$ cat config.mk
export PLATFORM = sky130hd
export DESIGN_NAME = decode_issue
export DESIGN_NICKNAME = d
export VERILOG_FILES = /design/src/rtl/alu_pkg.sv /design/src/rtl/decode_issue_regfile.sv /design/src/rtl/decode_issue.sv
export SDC_FILE = /design/constraint.sdc
export NUM_CORES = 1
export LEC_CHECK = 0
export CORE_MARGIN = 4
export CORE_UTILIZATION = 56
export CTS_BUF_LIST = sky130_fd_sc_hd__clkbuf_8
export CTS_CLUSTER_SIZE = 16
export DETAILED_ROUTE_END_ITERATION = 6
export PLACE_DENSITY = 0.79
export SYNTH_ARGS = -nofsm -noshare
export SYNTH_HDL_FRONTEND = slang
export SYNTH_SLANG_ARGS = --single-unit
export TNS_END_PERCENT = 10
$ cat constraint.sdc
create_clock -name clk -period 2.6 [get_ports clk]
set_clock_uncertainty 0.05 [all_clocks]
set_input_delay 0.39 -clock clk [delete_from_list [all_inputs] [get_ports clk]]
set_output_delay 0.39 -clock clk [all_outputs]
set_load 0.03 [all_outputs]
$ cat src/rtl/alu_pkg.sv
`default_nettype none
// ============================================================================
// Module  : alu_pkg
// Purpose : Shared constants for the decode/issue slice: fixed widths,
//           instruction field positions, ALU function codes and the
//           is_legal / writes_r0 decode helpers.
// Revision: 1.0  initial release
// ============================================================================
package alu_pkg;

  localparam int DATA_W   = 16;
  localparam int REG_W    = 4;
  localparam int FUNC_W   = 4;
  localparam int NUM_REGS = 16;

  // Instruction word layout: [15:12] dst, [11:8] srcA, [7:4] srcB, [3:0] func
  localparam int DST_MSB  = 15;
  localparam int DST_LSB  = 12;
  localparam int SRCA_MSB = 11;
  localparam int SRCA_LSB = 8;
  localparam int SRCB_MSB = 7;
  localparam int SRCB_LSB = 4;
  localparam int FUNC_MSB = 3;
  localparam int FUNC_LSB = 0;

  localparam logic [FUNC_W-1:0] C_FN_ADD = 4'b1111;
  localparam logic [FUNC_W-1:0] C_FN_SUB = 4'b1110;
  localparam logic [FUNC_W-1:0] C_FN_AND = 4'b1101;
  localparam logic [FUNC_W-1:0] C_FN_OR  = 4'b1100;
  localparam logic [FUNC_W-1:0] C_FN_MUL = 4'b0001;
  localparam logic [FUNC_W-1:0] C_FN_DIV = 4'b0010;
  localparam logic [FUNC_W-1:0] C_FN_SHL = 4'b1010;
  localparam logic [FUNC_W-1:0] C_FN_SHR = 4'b1011;
  localparam logic [FUNC_W-1:0] C_FN_ROL = 4'b1000;
  localparam logic [FUNC_W-1:0] C_FN_ROR = 4'b1001;

  function automatic logic is_legal(input logic [FUNC_W-1:0] f);
    logic ok;
    case (f)
      C_FN_ADD, C_FN_SUB, C_FN_AND, C_FN_OR, C_FN_MUL,
      C_FN_DIV, C_FN_SHL, C_FN_SHR, C_FN_ROL, C_FN_ROR: ok = 1'b1;
      default:                                          ok = 1'b0;
    endcase
    return ok;
  endfunction

  // Multiply and divide return a second result (high product / remainder)
  // that the ALU writes back into register 0.
  function automatic logic writes_r0(input logic [FUNC_W-1:0] f);
    return (f == C_FN_MUL) || (f == C_FN_DIV);
  endfunction

endpackage
`default_nettype wire

$ cat src/rtl/decode_issue_regfile.sv
`default_nettype none
// ============================================================================
// Module  : regfile
// Purpose : 16 x 16-bit register file, two asynchronous read ports and two
//           write ports. The dedicated register-0 port wins over the general
//           port when both address register 0 in the same cycle.
// Ports   : clk, rst (sync, active-low)
//           i_rd_addr_a/b -> o_rd_data_a/b   asynchronous reads
//           i_wr_en, i_wr_addr, i_wr_data     general write port
//           i_r0_wr_en, i_r0_wr_data          register-0 write port
// Revision: 1.0  initial release
// ============================================================================
module regfile
  import alu_pkg::*;
(
  input  logic              clk,
  input  logic              rst,
  input  logic [REG_W-1:0]  i_rd_addr_a,
  input  logic [REG_W-1:0]  i_rd_addr_b,
  output logic [DATA_W-1:0] o_rd_data_a,
  output logic [DATA_W-1:0] o_rd_data_b,
  input  logic              i_wr_en,
  input  logic [REG_W-1:0]  i_wr_addr,
  input  logic [DATA_W-1:0] i_wr_data,
  input  logic              i_r0_wr_en,
  input  logic [DATA_W-1:0] i_r0_wr_data
);

  logic [DATA_W-1:0] r_regs [NUM_REGS];

  always_ff @(posedge clk) begin
    for (int i = 0; i < NUM_REGS; i++) begin
      if (!rst) begin
        r_regs[i] <= '0;
      end else if ((i == 0) && i_r0_wr_en) begin
        r_regs[i] <= i_r0_wr_data;
      end else if (i_wr_en && (i_wr_addr == REG_W'(i))) begin
        r_regs[i] <= i_wr_data;
      end
    end
  end

  assign o_rd_data_a = r_regs[i_rd_addr_a];
  assign o_rd_data_b = r_regs[i_rd_addr_b];

endmodule
`default_nettype wire

$ cat src/rtl/decode_issue.sv
`default_nettype none
// ============================================================================
// Module  : decode_issue
// Purpose : Decodes 16-bit instruction words, checks a per-register busy
//           scoreboard for hazards, reads operands and presents them in a
//           single registered issue slot to the ALU. Writebacks from the ALU
//           update the register file and release busy bits.
// Ports   : clk, rst (sync, active-low)
//           instr_valid/instr/instr_ready           instruction handshake
//           iss_valid/iss_ready, iss_func, iss_in1,
//           iss_in2, iss_dst, iss_wr_r0             issue slot to ALU
//           wb_en/wb_dst/wb_out, wb_r0_en/wb_r0     writeback from ALU
//           illegal                                 undefined-code pulse
// Config  : DECODE_BYPASS_EN - when defined, writebacks arriving in the
//           acceptance cycle are forwarded to the operands and the busy bits
//           they release no longer stall that cycle.
// Revision: 1.0  initial release
// ============================================================================
module decode_issue
  import alu_pkg::*;
(
  input  logic              clk,
  input  logic              rst,
  input  logic              instr_valid,
  input  logic [DATA_W-1:0] instr,
  output logic              instr_ready,
  output logic              iss_valid,
  input  logic              iss_ready,
  output logic [FUNC_W-1:0] iss_func,
  output logic [DATA_W-1:0] iss_in1,
  output logic [DATA_W-1:0] iss_in2,
  output logic [REG_W-1:0]  iss_dst,
  output logic              iss_wr_r0,
  input  logic              wb_en,
  input  logic [REG_W-1:0]  wb_dst,
  input  logic [DATA_W-1:0] wb_out,
  input  logic              wb_r0_en,
  input  logic [DATA_W-1:0] wb_r0,
  output logic              illegal
);

  logic [REG_W-1:0]    w_dst;
  logic [REG_W-1:0]    w_srca;
  logic [REG_W-1:0]    w_srcb;
  logic [FUNC_W-1:0]   w_func;
  logic                w_legal;
  logic                w_wr_r0;
  logic                w_hazard;
  logic                w_slot_free;
  logic                w_accept;
  logic                w_issue;
  logic [NUM_REGS-1:0] w_busy_clr;
  logic [NUM_REGS-1:0] w_busy_set;
  logic [NUM_REGS-1:0] w_busy_view;
  logic [DATA_W-1:0]   w_rf_a;
  logic [DATA_W-1:0]   w_rf_b;
  logic [DATA_W-1:0]   w_op_a;
  logic [DATA_W-1:0]   w_op_b;

  logic [NUM_REGS-1:0] r_busy;
  logic                r_iss_valid;
  logic [FUNC_W-1:0]   r_iss_func;
  logic [DATA_W-1:0]   r_iss_in1;
  logic [DATA_W-1:0]   r_iss_in2;
  logic [REG_W-1:0]    r_iss_dst;
  logic                r_iss_wr_r0;
  logic                r_illegal;

  assign w_dst   = instr[DST_MSB:DST_LSB];
  assign w_srca  = instr[SRCA_MSB:SRCA_LSB];
  assign w_srcb  = instr[SRCB_MSB:SRCB_LSB];
  assign w_func  = instr[FUNC_MSB:FUNC_LSB];
  assign w_legal = is_legal(w_func);
  assign w_wr_r0 = writes_r0(w_func);

  regfile u_regfile (
    .clk          (clk),
    .rst          (rst),
    .i_rd_addr_a  (w_srca),
    .i_rd_addr_b  (w_srcb),
    .o_rd_data_a  (w_rf_a),
    .o_rd_data_b  (w_rf_b),
    .i_wr_en      (wb_en),
    .i_wr_addr    (wb_dst),
    .i_wr_data    (wb_out),
    .i_r0_wr_en   (wb_r0_en),
    .i_r0_wr_data (wb_r0)
  );

  always_comb begin
    w_busy_clr = '0;
    if (wb_en)    w_busy_clr[wb_dst] = 1'b1;
    if (wb_r0_en) w_busy_clr[0]      = 1'b1;
  end

  always_comb begin
    w_busy_set = '0;
    if (w_issue) begin
      w_busy_set[w_dst] = 1'b1;
      if (w_wr_r0) w_busy_set[0] = 1'b1;
    end
  end

`ifdef DECODE_BYPASS_EN
  // Bits released this cycle no longer block, and their data is forwarded.
  assign w_busy_view = r_busy & ~w_busy_clr;

  // Register 0 takes wb_r0 over wb_out, matching the register file priority.
  always_comb begin
    w_op_a = w_rf_a;
    if (wb_r0_en && (w_srca == '0))   w_op_a = wb_r0;
    else if (wb_en && (wb_dst == w_srca)) w_op_a = wb_out;
  end

  always_comb begin
    w_op_b = w_rf_b;
    if (wb_r0_en && (w_srcb == '0))   w_op_b = wb_r0;
    else if (wb_en && (wb_dst == w_srcb)) w_op_b = wb_out;
  end
`else
  // Registered busy bits only: a released register is usable one cycle after
  // its writeback, by which time the register file already holds the value.
  assign w_busy_view = r_busy;
  assign w_op_a      = w_rf_a;
  assign w_op_b      = w_rf_b;
`endif

  assign w_hazard = w_busy_view[w_srca] | w_busy_view[w_srcb] |
                    w_busy_view[w_dst]  | (w_wr_r0 & w_busy_view[0]);

  assign w_slot_free = !r_iss_valid || iss_ready;
  // Illegal codes never touch the scoreboard, so they need not wait on it.
  assign instr_ready = w_slot_free && (!w_legal || !w_hazard);
  assign w_accept    = instr_valid && instr_ready;
  assign w_issue     = w_accept && w_legal;

  always_ff @(posedge clk) begin
    if (!rst) begin
      r_busy      <= '0;
      r_iss_valid <= 1'b0;
      r_iss_func  <= '0;
      r_iss_in1   <= '0;
      r_iss_in2   <= '0;
      r_iss_dst   <= '0;
      r_iss_wr_r0 <= 1'b0;
      r_illegal   <= 1'b0;
    end else begin
      // Set after clear so a simultaneous set and clear leaves the bit set.
      r_busy    <= (r_busy & ~w_busy_clr) | w_busy_set;
      r_illegal <= w_accept && !w_legal;
      if (w_issue) begin
        r_iss_valid <= 1'b1;
        r_iss_func  <= w_func;
        r_iss_in1   <= w_op_a;
        r_iss_in2   <= w_op_b;
        r_iss_dst   <= w_dst;
        r_iss_wr_r0 <= w_wr_r0;
      end else if (iss_ready) begin
        r_iss_valid <= 1'b0;
      end
    end
  end

  assign iss_valid = r_iss_valid;
  assign iss_func  = r_iss_func;
  assign iss_in1   = r_iss_in1;
  assign iss_in2   = r_iss_in2;
  assign iss_dst   = r_iss_dst;
  assign iss_wr_r0 = r_iss_wr_r0;
  assign illegal   = r_illegal;

endmodule
`default_nettype wire

==> results.json <==
{
  "hp-start": "instr[0]",
  "vias_per_cell": 6.43,
  "ys_sh_xor_pct": 0,
  "synth_top_area_share_pct": 47.3,
  "setup_viol": 1,
  "ys_top_cells_by_count": "256 x edfxtp_1, 245 x and2_1, 171 x mux4_2, 85 x nand2_1, 66 x clkbuf_1",
  "ys_warn_count": 0,
  "ys_seq_share_pct": 54.6,
  "power.leakage_nw": 7.00,
  "setup_tns_ns": -0.122,
  "htree_num_levels": 2,
  "syn_avg_cell_area_um2": 14.9,
  "crit_required_ns": 2.16,
  "power.total_mw": 11.6,
  "drive_gt1_share_pct": 28.2,
  "antennaDiodeCount": 0,
  "r2r-start": "r_busy[8]",
  "layout.area.comb_um2": 6990,
  "nFillCells": 1903,
  "top_cell": "edfxtp_1",
  "fp_util_pct": 56.7,
  "path_max_fanout": 11,
  "tritoncts": "yes",
  "grt_max_degree": 71,
  "logic_family": "multiplexers",
  "syn_inst": 1088,
  "drv_cap": 0,
  "grt_pass1_vias": 10863,
  "holdPathStages": 3,
  "num_vias": 10615,
  "start_kind": "input port",
  "wl_um": 45000,
  "setup.worst_path.end_class": "output port",
  "powerDensity_nw_per_um2": 600,
  "seq_area_um2": 8880,
  "synthAoiAreaFrac_pct": 2.70,
  "final_antenna_net_count": 0,
  "ioPinCount": 102,
  "hold_viol": 0,
  "yosysChipArea_um2": 16200,
  "fin_nets": 1290,
  "rsz0062_at_grt": "true",
  "worstMarginPinSlew_ns": 1.00,
  "place_inst": 1560,
  "clock_path_buffers": 3,
  "criticalPathCategory": "in2out",
  "crit_path_max_incr_delay_ns": 0.49,
  "edf_count": 256,
  "ys_types": 39,
  "cts_root_buffer": "clkbuf_8",
  "cp_data_arrival_time_ns": 2.28,
  "io_buffers": 101,
  "cts_sinks": 315,
  "die_h_um": 178,
  "die_w_um": 178,
  "ys_seq_elements": 315,
  "run_status": "finished, violations left",
  "log.warning_count": 29,
  "route.detailed.drc": 0,
  "post-route-period-util_pct": 105,
  "hpwl_um": 29100,
  "maxSlewHeadroom_pct": 33.3,
  "ys_sh_simple_pct": 13.3,
  "clk-insertion-delay-late_ns": 0.59,
  "drt_iter0_markers": 1308,
  "grt_pass1_wl_um": 66200,
  "fmax_mhz": 367,
  "crit_chain": "clkdlybuf4s50_1, buf_4, or4_1, o31ai_1, a22o_1, nor4_4, o21a_1, buf_6",
  "hold_path_end": "iss_func[0]",
  "synth_area_um2": 16200,
  "grt_overflow": 0,
  "synth_nets": 1148,
  "synthArstFlopShare_pct": 0,
  "ys.flop_type": "edfxtp_1",
  "ys_sh_adder_pct": 0.154,
  "slew_violations": 0,
  "antenna_found_initial": 0,
  "hold_class": "in2reg",
  "top_cells_by_area": "edfxtp_1 47%, mux4_2 24%, and2_1 9.4%",
  "cpMaxStageDelayCell": "or4_1",
  "peakVddDrop_uv": 378,
  "yosys-mux-area-fraction_pct": 26.4,
  "fin_crit_ns": 2.72,
  "setup_ws_ns": -0.122,
  "r2r-end": "r_busy[12]",
  "place_congestion": 0.945,
  "drtPass1Iterations": 5,
  "die-area_um2": 31800,
  "violations": "setup timing",
  "clk_pin_slew_worst_paths_ns": 0.06,
  "top_area_cell": "edfxtp_1",
  "fin_cells": 1652,
  "rr_worst_depth": 9,
  "rrSetupSlack_ns": 0.18,
  "cts_buffers": 50,
  "ys_cells": 1088
}
per-layer routing:
metal	vias to the layer above	part of all wire [%]	GRT usage, %
li1	4454	-	-
met1	5331	34	35.6
met2	713	50	47.8
met3	117	12	8.73
met4	0	4.0	11.1
met5	-	0	0
cell families (layout without fill, tap and decap cells):
group,count (synthesis),in the layout
mux,215,215
compound gates,58,58
fa+ha+maj,2,2
simple gates,387,387
flops,315,315
buf+inv,111,291
through the flow:
step	hold WS, ns	utilization, %	instance area (um^2)	setup WS, ns
finish	0.100	67.6	19300	-0.122
global route	0.115	67.6	19300	-0.208
CTS	0.118	67.5	19300	-0.103
detailed placement	0.402	64.2	18400	-0.361
global placement	0.395	64.2	18400	-0.360
floorplan	0.400	-	16200	0.0563
cell type report:
cell class	count	area share, %
clock inverters	34	0.750
clock buffers	56	3.98
inverters	18	0.349
repair buffers	183	10.4
multi-input cells	662	36.1
flip-flops and latches	315	45.9
well taps	384	2.48
repair_timing:
item                       CTS  global route
pin swaps                    1             3
buffers inserted             1             1
resized                     14             5
setup endpoints to repair    1             1
hold buffers                 0             0
worst max-delay path: cells and delay by family:
kind	cells	cell delay [ns]
AND-OR/OR-AND	3	0.60
buffers and inverters	3	0.73
AND/OR/NAND/NOR	2	0.56
registers in the layout, indices dropped and copies added, names as in the netlist:
name,cells
iss_in2,16
illegal,1
iss_valid,1
iss_dst,4
iss_func,4
iss_in1,16
u_regfile.r_regs,256
iss_wr_r0,1
r_busy,16
how the worst max path moves through the flow:
| stage | start | end | slack, ns | cells past startpoint |
|---|---|---|---|---|
| after floorplan | instr[4] | iss_in2[15] | 0.06 | 7 |
| after global placement | instr[12] | instr_ready | -0.36 | 7 |
| after detailed placement | instr[12] | iss_in2[3] | -0.36 | 9 |
| after CTS | r_busy[1] | instr_ready | -0.10 | 6 |
| after global routing | r_busy[5] | instr_ready | -0.21 | 6 |
| final | instr[13] | instr_ready | -0.12 | 8 |
cells in the final DEF (no fill, tap or decap), drive strengths merged:
cell           synthesis  routed
nand2                 86      86
mux4                 171     171
clkinv                 0      12
a22o                  18      18
nor4                   2       2
nand2b                 6       6
a21oi                  1       1
o41ai                  1       1
clkinvlp               0       1
or4                    2       2
mux2i                 43      43
a221oi                 1       1
clkdlybuf4s50          0      92
nor2                  22      22
a32o                   1       1
and2                 245     245
ha                     2       2
edfxtp               256     256
buf                   27      88
o31ai                  1       1
o21a                   1       1
nand3                  9       9
and3                   2       2
or2                    2       2
mux2                   1       1
clkbuf                66      56
dlygate4sd2            0       1
o32ai                  5       5
a211o                  1       1
o311ai                 1       1
nand3b                 3       3
nor2b                  5       5
o211ai                 1       1
o22ai                 10      10
nand4                  3       3
o21ai                 16      16
dlymetal6s2s           0       2
inv                   18      39
dfxtp                 59      59
report_power, final:
part	switching (mW)	internal (mW)	total, mW
clock	1.91	1.97	3.88
sequential	0.162	5.77	5.93
combinational	0.912	0.890	1.80
total	2.98	8.63	11.6
==> images/final_congestion.png <==
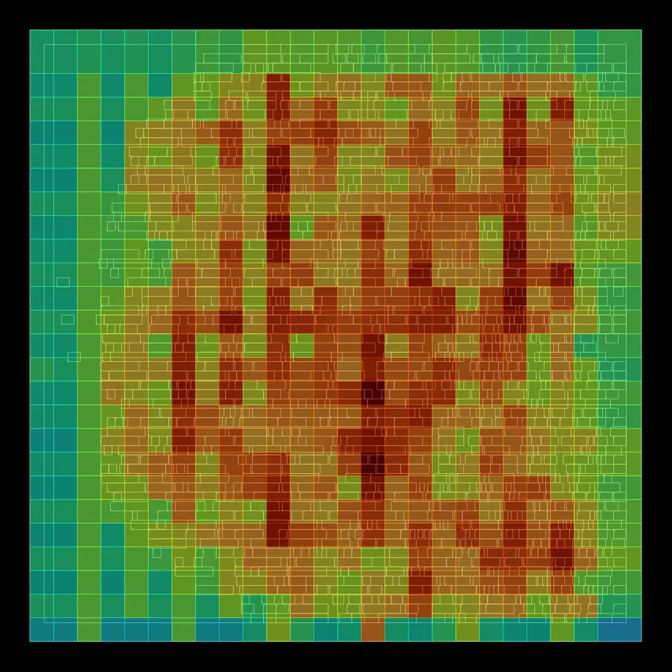
Core Util, Final: 67.6%
routed wire length per instance: 27.3 um
Top Usage Layer GRT: met2
met2 usage: 47.8%
GRT Util Overall: 28.7%

==> images/drive_strength.png <==
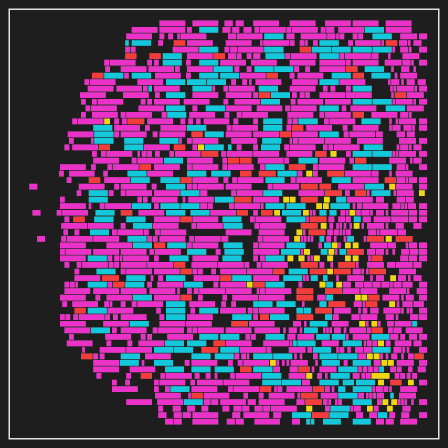
| colour | size | cells | share |
|---|---|---|---|
| magenta | drive 1 or less | 910 | 72% |
| yellow | drive 3 to 4 | 55 | 4.3% |
| cyan | drive 2 | 213 | 17% |
| red | drive 6 and up | 90 | 7.1% |
final worst slack: -0.122 ns
Buffers, non-clock: 183
Synth-to-Final Area Change: 19.1%

==> images/cell_classes.png <==
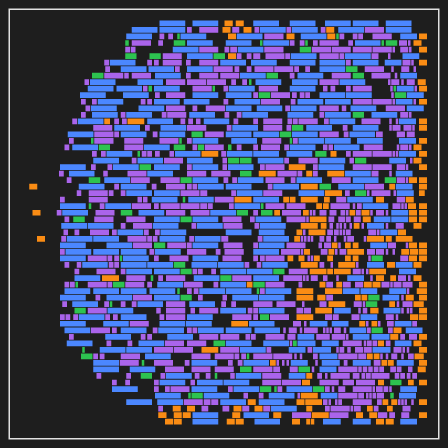
| colour | class | cells |
|---|---|---|
| blue | flip-flops | 315 |
| purple | all other logic | 680 |
| green | clock drivers and dummy loads | 90 |
| orange | other buffers and delay cells | 183 |
num rows: 62
Final Instance Area: 19300 um^2
core area: 28600 um^2

